## src/rtl/stream_pop_n.sv

```systemverilog
// Pops the first N elements of a stream into dOut, then forwards the rest of the stream to sOut.
// out_fail is set when the stream ends before N elements have arrived.
module stream_pop_n #(
  parameter int WIDTH = 8,
  parameter int N     = 2
) (
  input  logic               clk,
  input  logic               rst,
  input  logic               in_valid,
  output logic               in_ready,
  output logic               out_valid,
  input  logic               out_ready,
  output logic               out_fail,
  input  logic [WIDTH-1:0]   sIn,
  input  logic               sIn_valid,
  output logic               sIn_ready,
  input  logic               sIn_last,
  output logic [WIDTH-1:0]   sOut,
  output logic               sOut_valid,
  input  logic               sOut_ready,
  output logic               sOut_last,
  output logic [N*WIDTH-1:0] dOut
);
  localparam int IW = $clog2(N + 1);
  localparam logic [IW-1:0] LAST_IDX = IW'(N - 1);

  typedef enum logic [1:0] {IDLE, COLLECT, EMIT, PASS} state_t;

  state_t             state, state_n;
  logic [IW-1:0]      idx;
  logic               more;
  logic               fail_q;
  logic [N*WIDTH-1:0] d_q;

  assign dOut     = d_q;
  assign out_fail = fail_q;

  // All handshake outputs decode from state only, except the PASS pass-through.
  always_comb begin
    state_n    = state;
    in_ready   = 1'b0;
    out_valid  = 1'b0;
    sIn_ready  = 1'b0;
    sOut       = '0;
    sOut_valid = 1'b0;
    sOut_last  = 1'b0;
    case (state)
      IDLE: begin
        in_ready = 1'b1;
        if (in_valid) state_n = COLLECT;
      end
      COLLECT: begin
        sIn_ready = 1'b1;
        if (sIn_valid && (sIn_last || idx == LAST_IDX)) state_n = EMIT;
      end
      EMIT: begin
        out_valid = 1'b1;
        if (out_ready) state_n = more ? PASS : IDLE;
      end
      PASS: begin
        sOut       = sIn;
        sOut_valid = sIn_valid;
        sOut_last  = sIn_last;
        sIn_ready  = sOut_ready;
        if (sIn_valid && sOut_ready && sIn_last) state_n = IDLE;
      end
      default: state_n = IDLE;
    endcase
  end

  always_ff @(posedge clk) begin
    if (rst) state <= IDLE;
    else     state <= state_n;
  end

  always_ff @(posedge clk) begin
    if (rst) begin
      idx    <= '0;
      d_q    <= '0;
      fail_q <= 1'b0;
      more   <= 1'b0;
    end else begin
      case (state)
        IDLE: if (in_valid) begin
          idx    <= '0;
          d_q    <= '0;
          fail_q <= 1'b0;
          more   <= 1'b0;
        end
        COLLECT: if (sIn_valid) begin
          for (int k = 0; k < N; k++)
            if (idx == IW'(k)) d_q[k*WIDTH +: WIDTH] <= sIn;
          idx <= idx + IW'(1);
          if (idx == LAST_IDX) begin
            more   <= !sIn_last;
            fail_q <= 1'b0;
          end else if (sIn_last) begin
            // short stream: unfilled slots keep the zeros written on request
            more   <= 1'b0;
            fail_q <= 1'b1;
          end
        end
        default: ;
      endcase
    end
  end
endmodule

```

## config.mk

```make
export PLATFORM = sky130hd
export DESIGN_NAME = stream_pop_n
export DESIGN_NICKNAME = d
export VERILOG_FILES = /design/src/rtl/stream_pop_n.sv
export SDC_FILE = /design/constraint.sdc
export NUM_CORES = 1
export LEC_CHECK = 0
export CORE_MARGIN = 5
export CORE_UTILIZATION = 42
export DETAILED_ROUTE_END_ITERATION = 10
export MAX_ROUTING_LAYER = met4
export PLACE_DENSITY = 0.79
export SYNTH_ARGS = -nofsm -noshare
export SYNTH_HDL_FRONTEND = slang
export SYNTH_SLANG_ARGS = --single-unit
```

## constraint.sdc

```tcl
create_clock -name clk -period 1.7 [get_ports clk]
set_input_delay 0.34 -clock clk [delete_from_list [all_inputs] [get_ports clk]]
set_output_delay 0.34 -clock clk [all_outputs]
set_load 0.01 [all_outputs]
```

==> impl_metrics.yaml, run 1 <==
# implementation run metrics
run_status:
  status: "completed"
logic_synthesis:
  yosys_register_bits: 22
  syn-cell-area_mm2: 0.001096
  ys_types: 32
  yosysTopAreaCellShare_pct: 40.18
  synthXorXnorAreaFrac_pct: 0
worst_setup_path:
  critPathLaunch: "state[1]$_SDFFE_PP0P_"
  r2r_start: "state[1]$_SDFFE_PP0P_"
  required_ns: 1.36
sta:
  timing.final.crit_share_pct: 96.13
  tightestPinTransition_ns: 0.3122
clocking:
  cts-buffers-inserted: 3
  cts.sink_count: 22
global_routing:
  antenna_found_initial: 0
  grt_start_max_net_pins: 25
place:
  buffer_ports.inserted: 44
  post-dp-hpwl_mm: 2.541
  dpl_worst_slack_ns: -0.2203
pwr:
  power-per-cell-area_mw_per_mm2: 704.5
  vdd_ir_drop_max_mv: 0.6821
cells_and_area:
  layout.cells.most_common: "clkdlybuf4s50_1"
die:
  coreArea_mm2: 0.002477
## run 1: sequential cells by signal, summed over array words and instances, names as in the netlist
name,cells
out_fail,1
idx,2
more,1
state,2
dOut,16
## run 1: synthesized netlist by cell type (3+ instances only)
cell type  count
mux2i_1        9
clkbuf_1       3
nand3_1        3
nand2b_1      11
dfxtp_1       22
nand2_1       11
and3_1        11
o211ai_1       3
a22o_1         8
inv_1          3
buf_4          4
a21oi_1        3
## run 1: metal layers
metal	vias to the layer above	wire length (um)	track usage [%]
met2	28	1605	31.87
met1	525	1427	24.58
li1	538	-	-
met4	0	43	9.598
met5	-	0	-
met3	4	122	3.983
## run 1: cells by family after synthesis
kind of cell	after synthesis
and+or+nand+nor	49
AOI/OAI and AO/OA	22
DFF	22
buffers and inverters	12
muxes	9
adders and majority gates	2
## run 1: power by group through the flow
stage | clock network, W | registers [W] | logic [W]
6_report | 0.000405 | 0.000543 | 0.000288
5_1_grt | 0.000450 | 0.000546 | 0.000311
4_1_cts | 0.000412 | 0.000544 | 0.000288
3_5_place_dp | 0 | 0.000555 | 0.000293
3_3_place_gp | 0 | 0.000554 | 0.000287
2_1_floorplan | 0 | 0.000560 | 0.000126
## run 1: per-stage QoR
| stage | area [um2] | total power, W |
|---|---|---|
| 6_report | 1755 | 0.001237 |
| 5_1_grt | 1755 | 0.001307 |
| 4_1_cts | 1759 | 0.001243 |
| 3_5_place_dp | 1718 | 0.0008481 |
| 3_3_place_gp | 1718 | 0.0008406 |
| 2_1_floorplan | 1096 | 0.0006853 |
## run 1: worst max-delay path, cell delays in order (launching register included)
cell	delay (ns)
dfxtp_4	0.38
buf_4	0.16
and3_1	0.16
dlygate4sd2_1	0.28
## run 1: worst min path at each step
stage,depth (start not counted),end
final,2,dOut[6]$_SDFFE_PP0P_
after global routing,2,dOut[7]$_SDFFE_PP0P_
after CTS,2,dOut[6]$_SDFFE_PP0P_
after detailed placement,2,dOut[7]$_SDFFE_PP0P_
after global placement,1,out_fail$_SDFFE_PP0P_
after floorplan,2,idx[1]$_SDFFE_PP0P_
## run 1: what timing repair did
action                     4_1_cts  5_1_grt
buffers inserted                 0        0
setup endpoints to repair       13        1
gates resized                   16        2
## run 1: layout make-up
cell class	count	area (um2)	area share (%)
Tap cell	30	37.54	2.138
Timing Repair Buffer	66	610.6	34.78
Multi-Input combinational cell	82	594.3	33.86
Sequential cell	22	445.4	25.37
Inverter	4	15.01	0.8553
Clock buffer	3	22.52	1.283
Clock inverter	1	30.03	1.711
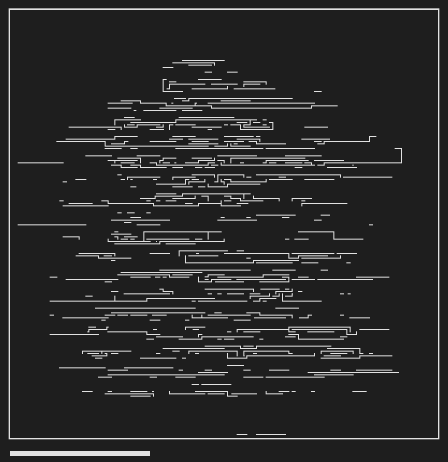
(run_1/m1.png)
Bar = 20 um.
longest straight run: 16.6 um
wire length on this layer: 1430 um
nets with wire on the layer: 175
share of all routed wire: 45%
main direction: horizontal

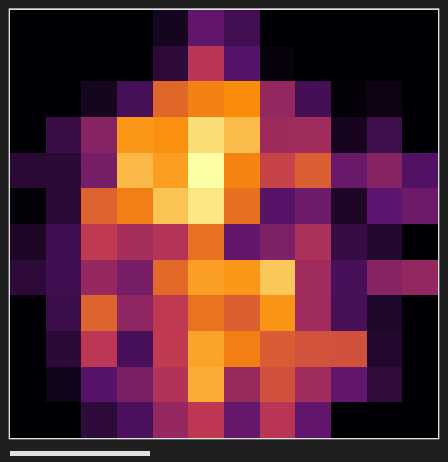
(run_1/route_heat.png)
Bar = 20 um. The die is cut into 12 by 12 equal tiles; black is low, pale yellow is high, scaled to the fullest tile. Values are wire area over tile area, all layers added.
nearly empty tiles: 26%
emptiest ninth of the die: top right
mean over tiles: 0.13
fullest tile: 0.43
tiles over half the peak: 26%
densest ninth of the die: middle
DR WL/cell: 15.38 um
vias after detailed routing: 1095
Total Routing Usage GR: 20.19%
wirelength, routed: 3.199 mm

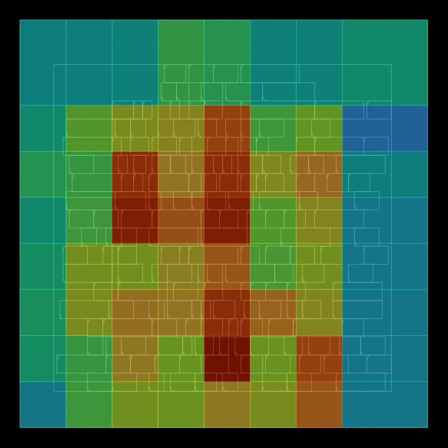
(run_1/congestion_map.png)
Final Core Density: 70.86%
Most Used Layer, Global Route: met2
GR Util met1: 24.58%
met3 track demand over resource in global routing: 3.983%

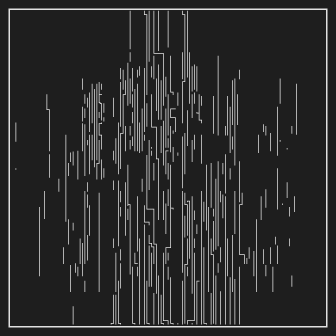
(run_1/m2.png)
share of all routed wire: 50%
wire length on this layer: 1610 um
nets with wire on the layer: 173
main direction: vertical
met2 usage in global routing: 31.87%

## Run 2: what changed since run 1
Settings changed: ABC_AREA set to 0.
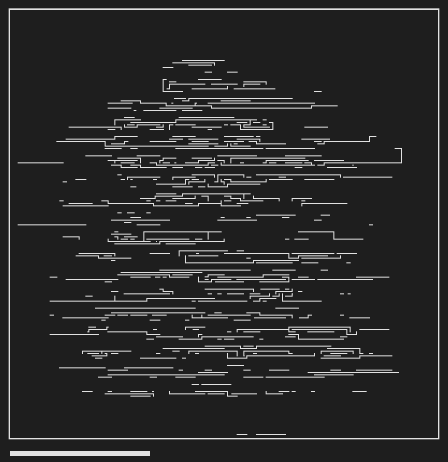
(run_2/m1.png)
Bar = 20 um.
share of all routed wire: 45%
nets with wire on the layer: 175
longest straight run: 16.6 um

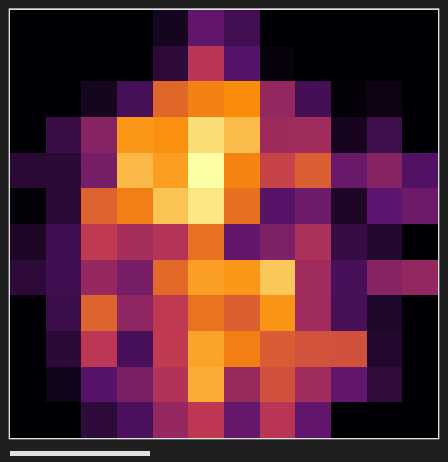
(run_2/route_heat.png)
Bar = 20 um. The die is cut into 12 by 12 equal tiles; black is low, pale yellow is high, scaled to the fullest tile. Values are wire area over tile area, all layers added.
emptiest ninth of the die: top right
tiles over half the peak: 26%
mean over tiles: 0.13
nearly empty tiles: 26%
fullest tile: 0.43

==> impl_metrics.yaml, run 2 <==
# implementation run metrics
sta:
  timing.final.crit_share_pct: 96.13
  tightestPinTransition_ns: 0.3122
logic_synthesis:
  post_synth_and_or_nand_nor_area_fraction_pct: 27.28
  yosys_register_bits: 22
  netlist_top_cells_count: "22 x dfxtp_1, 11 x and3_1, 11 x nand2_1, 11 x nand2b_1, 9 x mux2i_1"
  synthXorXnorAreaFrac_pct: 0
  synth.yosys.num_cells: 116
  yosysTopAreaCellShare_pct: 40.18
  syn-cell-area_mm2: 0.001096
  ys_types: 32
  library_cell_with_the_highest_instance_count_after_synthesis: "dfxtp_1"
  floorplan.nets: 133
routing:
  detail_route.wirelength_mm: 3.199
  wl_per_cell_um: 15.38
  route.vias.total: 1095
clocking:
  htree_num_levels: 1
  cts.sink_count: 22
  cts_setup_buffers: 0
pwr:
  vdd_ir_drop_max_mv: 0.6821
  overall_power_w: 0.001237
die:
  coreArea_mm2: 0.002477
  initial_core_util_pct: 44.24
worst_setup_path:
  required_ns: 1.36
cells_and_area:
  post_layout_nonfiller_instances: 208
  layout.cells.most_common: "clkdlybuf4s50_1"
  post-route-util_pct: 70.86
global_routing:
  grt_pass1_vias: 1128
  antenna_found_initial: 0
  grt_start_max_net_pins: 25
place:
  placed_cell_area_mm2: 0.001718
  buffer_ports.inserted: 44
  routabilityCongestion: 0.8617
run_status:
  status: "completed"
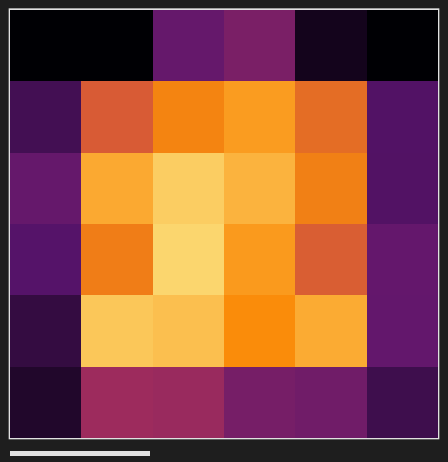
(run_2/util_map.png)
Bar = 20 um. The die is cut into 6 by 6 equal tiles; black is low, pale yellow is high, 0 to 100% covered.
tiles over 75% full: 25%
densest ninth of the die: middle
fullest tile: 91%
nearly empty tiles: 8.3%
mean over tiles: 46%

run 2: cell counts in the layout (fill, tap and decap cells not counted):
No cell type changed its count.
run 2: timing repair:
action / 4_1_cts / 5_1_grt
setup endpoints to repair: 13 / 1
gates resized: 16 / 2
cloned: 0 / 0
run 2: critical path, cell delays in order, from the launching register on:
cell	delay, ns
dfxtp_4	0.38
buf_4	0.16
and3_1	0.16
dlygate4sd2_1	0.28
run 2: final cells by class:
| type | instances | area (um2) |
|---|---|---|
| fillers | 210 | 721.9 |
| repair buffers | 66 | 610.6 |
| multi-input cells | 82 | 594.3 |
| flip-flops and latches | 22 | 445.4 |
| well taps | 30 | 37.54 |
| clock inverters | 1 | 30.03 |
| clock buffers | 3 | 22.52 |
| inverters | 4 | 15.01 |
run 2: final timing paths:
check	from	to	slack, ns	cells after the start
setup / recovery	state[1]$_SDFFE_PP0P_	sOut[3]	0.07	3
setup reg to reg	state[1]$_SDFFE_PP0P_	dOut[13]$_SDFFE_PP0P_	0.13	6
hold reg to reg	dOut[6]$_SDFFE_PP0P_	dOut[6]$_SDFFE_PP0P_	0.48	2
hold / removal	dOut[6]$_SDFFE_PP0P_	dOut[6]$_SDFFE_PP0P_	0.48	2
run 2: kinds of logic (layout without fill, tap and decap cells):
logic type,after synthesis,in the layout
AND-OR/OR-AND,22,22
adder cells (fa/ha/maj),2,2
buffers and inverters,12,74
flip-flops,22,22
multiplexers,9,9
AND/OR/NAND/NOR,49,49
run 2: routing by layer:
layer / vias to the layer above / GRT usage [%] / wire [um]
li1: 538 / - / -
met1: 525 / 24.58 / 1427
met2: 28 / 31.87 / 1605
met3: 4 / 3.983 / 122
met4: 0 / 9.598 / 43
met5: - / - / 0
run 2: metrics by stage:
| stage | hold slack [ns] | setup slack [ns] |
|---|---|---|
| CTS | 0.4859 | 0.05740 |
| finish | 0.4818 | 0.06587 |
| global route | 0.5027 | 0.005663 |
| global placement | 0.4461 | -0.1691 |
| detailed placement | 0.4666 | -0.2203 |
| floorplan | 0.4576 | 0.3121 |
run 2: report_power, final:
part / switching [W] / total, W / leakage, nW / internal [W]
clock: 0.000167 / 0.000405 / 0.0279 / 0.000238
combinational: 0.000130 / 0.000288 / 0.572 / 0.000158
sequential: 0.0000111 / 0.000543 / 0.179 / 0.000532
## Run 3: what changed since run 2
Settings changed: SLEW_MARGIN set to 5.
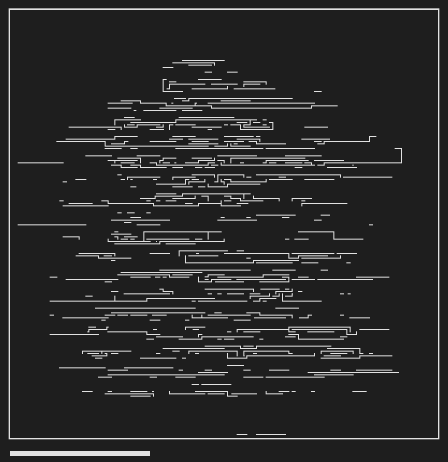
(run_3/m1.png)
Bar = 20 um.
wire length on this layer: 1430 um
main direction: horizontal
nets with wire on the layer: 175

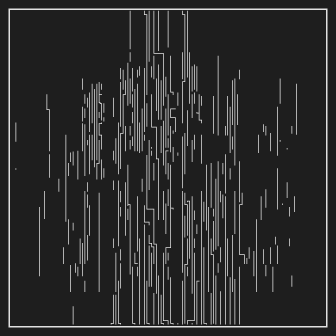
(run_3/m2.png)
nets with wire on the layer: 173
share of all routed wire: 50%
wire length on this layer: 1610 um
main direction: vertical
longest straight run: 25.7 um

==> impl_metrics.yaml, run 3 <==
# implementation run metrics
routing:
  wl_met2_mm: 1.605
  route.vias.total: 1095
  maxUsedRoutingLayer: "met4"
  detailroute.wirelength.met3_um: 122
  wl_per_cell_um: 15.38
  detail_route.wirelength_mm: 3.199
  route.detailed.drc: 0
  m1WireLength_mm: 1.427
worst_setup_path:
  r2r_start: "state[1]$_SDFFE_PP0P_"
  crit_path_cell_trace: "buf_4 > and3_1 > dlygate4sd2_1"
  slowest_stage: "dfxtp_4"
  worst_setup_path_endpoint: "sOut[3]"
  r2r_slack_ns: 0.13
  critPathLaunch: "state[1]$_SDFFE_PP0P_"
  reg2reg_to: "dOut[13]$_SDFFE_PP0P_"
  reg2regPathDepth: 6
  worst_path_largest_cell_delay_ns: 0.38
  required_ns: 1.36
logic_synthesis:
  netlist_top_cells_count: "22 x dfxtp_1, 11 x and3_1, 11 x nand2_1, 11 x nand2b_1, 9 x mux2i_1"
  synth_async_sr_flop_share_pct: 0
  synth.yosys.num_cells: 116
  ys_types: 32
  syn-cell-area_mm2: 0.001096
  yosys_register_bits: 22
  yosysTopAreaCellShare_pct: 40.18
global_routing:
  grt_pass1_vias: 1128
  grt_pass1_wl_mm: 5.368
  total_grt_overflow: 0
  grt_start_max_net_pins: 25
  antenna_found_initial: 0
place:
  post-dp-hpwl_mm: 2.541
  routabilityCongestion: 0.8617
  buffer_ports.inserted: 44
clocking:
  htree_num_levels: 1
die:
  coreArea_mm2: 0.002477
  initial_core_util_pct: 44.24
sta:
  tightestPinTransition_ns: 0.3122
cells_and_area:
  multiInputGateArea_um2: 594.3
  post-route-util_pct: 70.86
  design.final.nets: 196
  flop_area_um2: 445.4
pwr:
  vdd_ir_drop_max_mv: 0.6821
hold_path:
  hold_depth: 2
run_status:
  status: "completed"
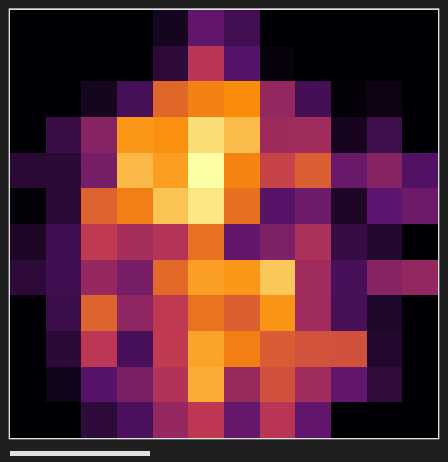
(run_3/route_heat.png)
Bar = 20 um. The die is cut into 12 by 12 equal tiles; black is low, pale yellow is high, scaled to the fullest tile. Values are wire area over tile area, all layers added.
nearly empty tiles: 26%
mean over tiles: 0.13
densest ninth of the die: middle
emptiest ninth of the die: top right

-- run 3: cell counts after synthesis --
Identical to the previous run, type by type.
-- run 3: worst min path at each step --
stage	from	to	slack, ns
final	dOut[6]$_SDFFE_PP0P_	dOut[6]$_SDFFE_PP0P_	0.48
after global routing	dOut[7]$_SDFFE_PP0P_	dOut[7]$_SDFFE_PP0P_	0.50
after global placement	out_fail$_SDFFE_PP0P_	out_fail$_SDFFE_PP0P_	0.45
after detailed placement	dOut[7]$_SDFFE_PP0P_	dOut[7]$_SDFFE_PP0P_	0.47
after CTS	dOut[6]$_SDFFE_PP0P_	dOut[6]$_SDFFE_PP0P_	0.49
after floorplan	idx[1]$_SDFFE_PP0P_	idx[1]$_SDFFE_PP0P_	0.46
-- run 3: cell families after synthesis --
logic type,after synthesis,share of synthesized area [%]
flip-flops,22,40.18
AND-OR/OR-AND,22,16.44
buffers and inverters,12,5.593
AND/OR/NAND/NOR,49,27.29
multiplexers,9,8.220
adder cells (fa/ha/maj),2,2.283
-- run 3: per-stage QoR --
stage	total power (W)	instances	hold WS, ns	setup slack (ns)	instance area, um2
after floorplan	0.0006853	116	0.4576	0.3121	1096
after global placement	0.0008406	204	0.4461	-0.1691	1718
after detailed placement	0.0008481	204	0.4666	-0.2203	1718
after CTS	0.001243	208	0.4859	0.05740	1759
after global routing	0.001307	208	0.5027	0.005663	1755
final	0.001237	208	0.4818	0.06587	1755
-- run 3: layout make-up --
cell class / count / area share, %
well taps: 30 / 2.138
clock inverters: 1 / 1.711
clock buffers: 3 / 1.283
flip-flops and latches: 22 / 25.37
repair buffers: 66 / 34.78
multi-input cells: 82 / 33.86
inverters: 4 / 0.8553
-- run 3: critical path: cells and delay by family (launching register included) --
family        cells  cell delay, ns
buf+inv           2            0.44
flops             1            0.38
simple gates      1            0.16
-- run 3: per-layer routing --
metal | up-vias | global-route usage (%)
li1 | 538 | -
met1 | 525 | 24.58
met2 | 28 | 31.87
met3 | 4 | 3.983
met4 | 0 | 9.598
met5 | - | -
-- run 3: repair_timing --
action	4_1_cts	5_1_grt
endpoints found under the setup margin	13	1
resized	16	2
gates cloned	0	0
setup buffers	0	0
hold endpoints to repair	0	0
-- run 3: power by group --
part / switching [W] / internal, W
combinational: 0.000130 / 0.000158
sequential: 0.0000111 / 0.000532
clock: 0.000167 / 0.000238
total: 0.000308 / 0.000929
Power is estimated from default activity; no workload was simulated.
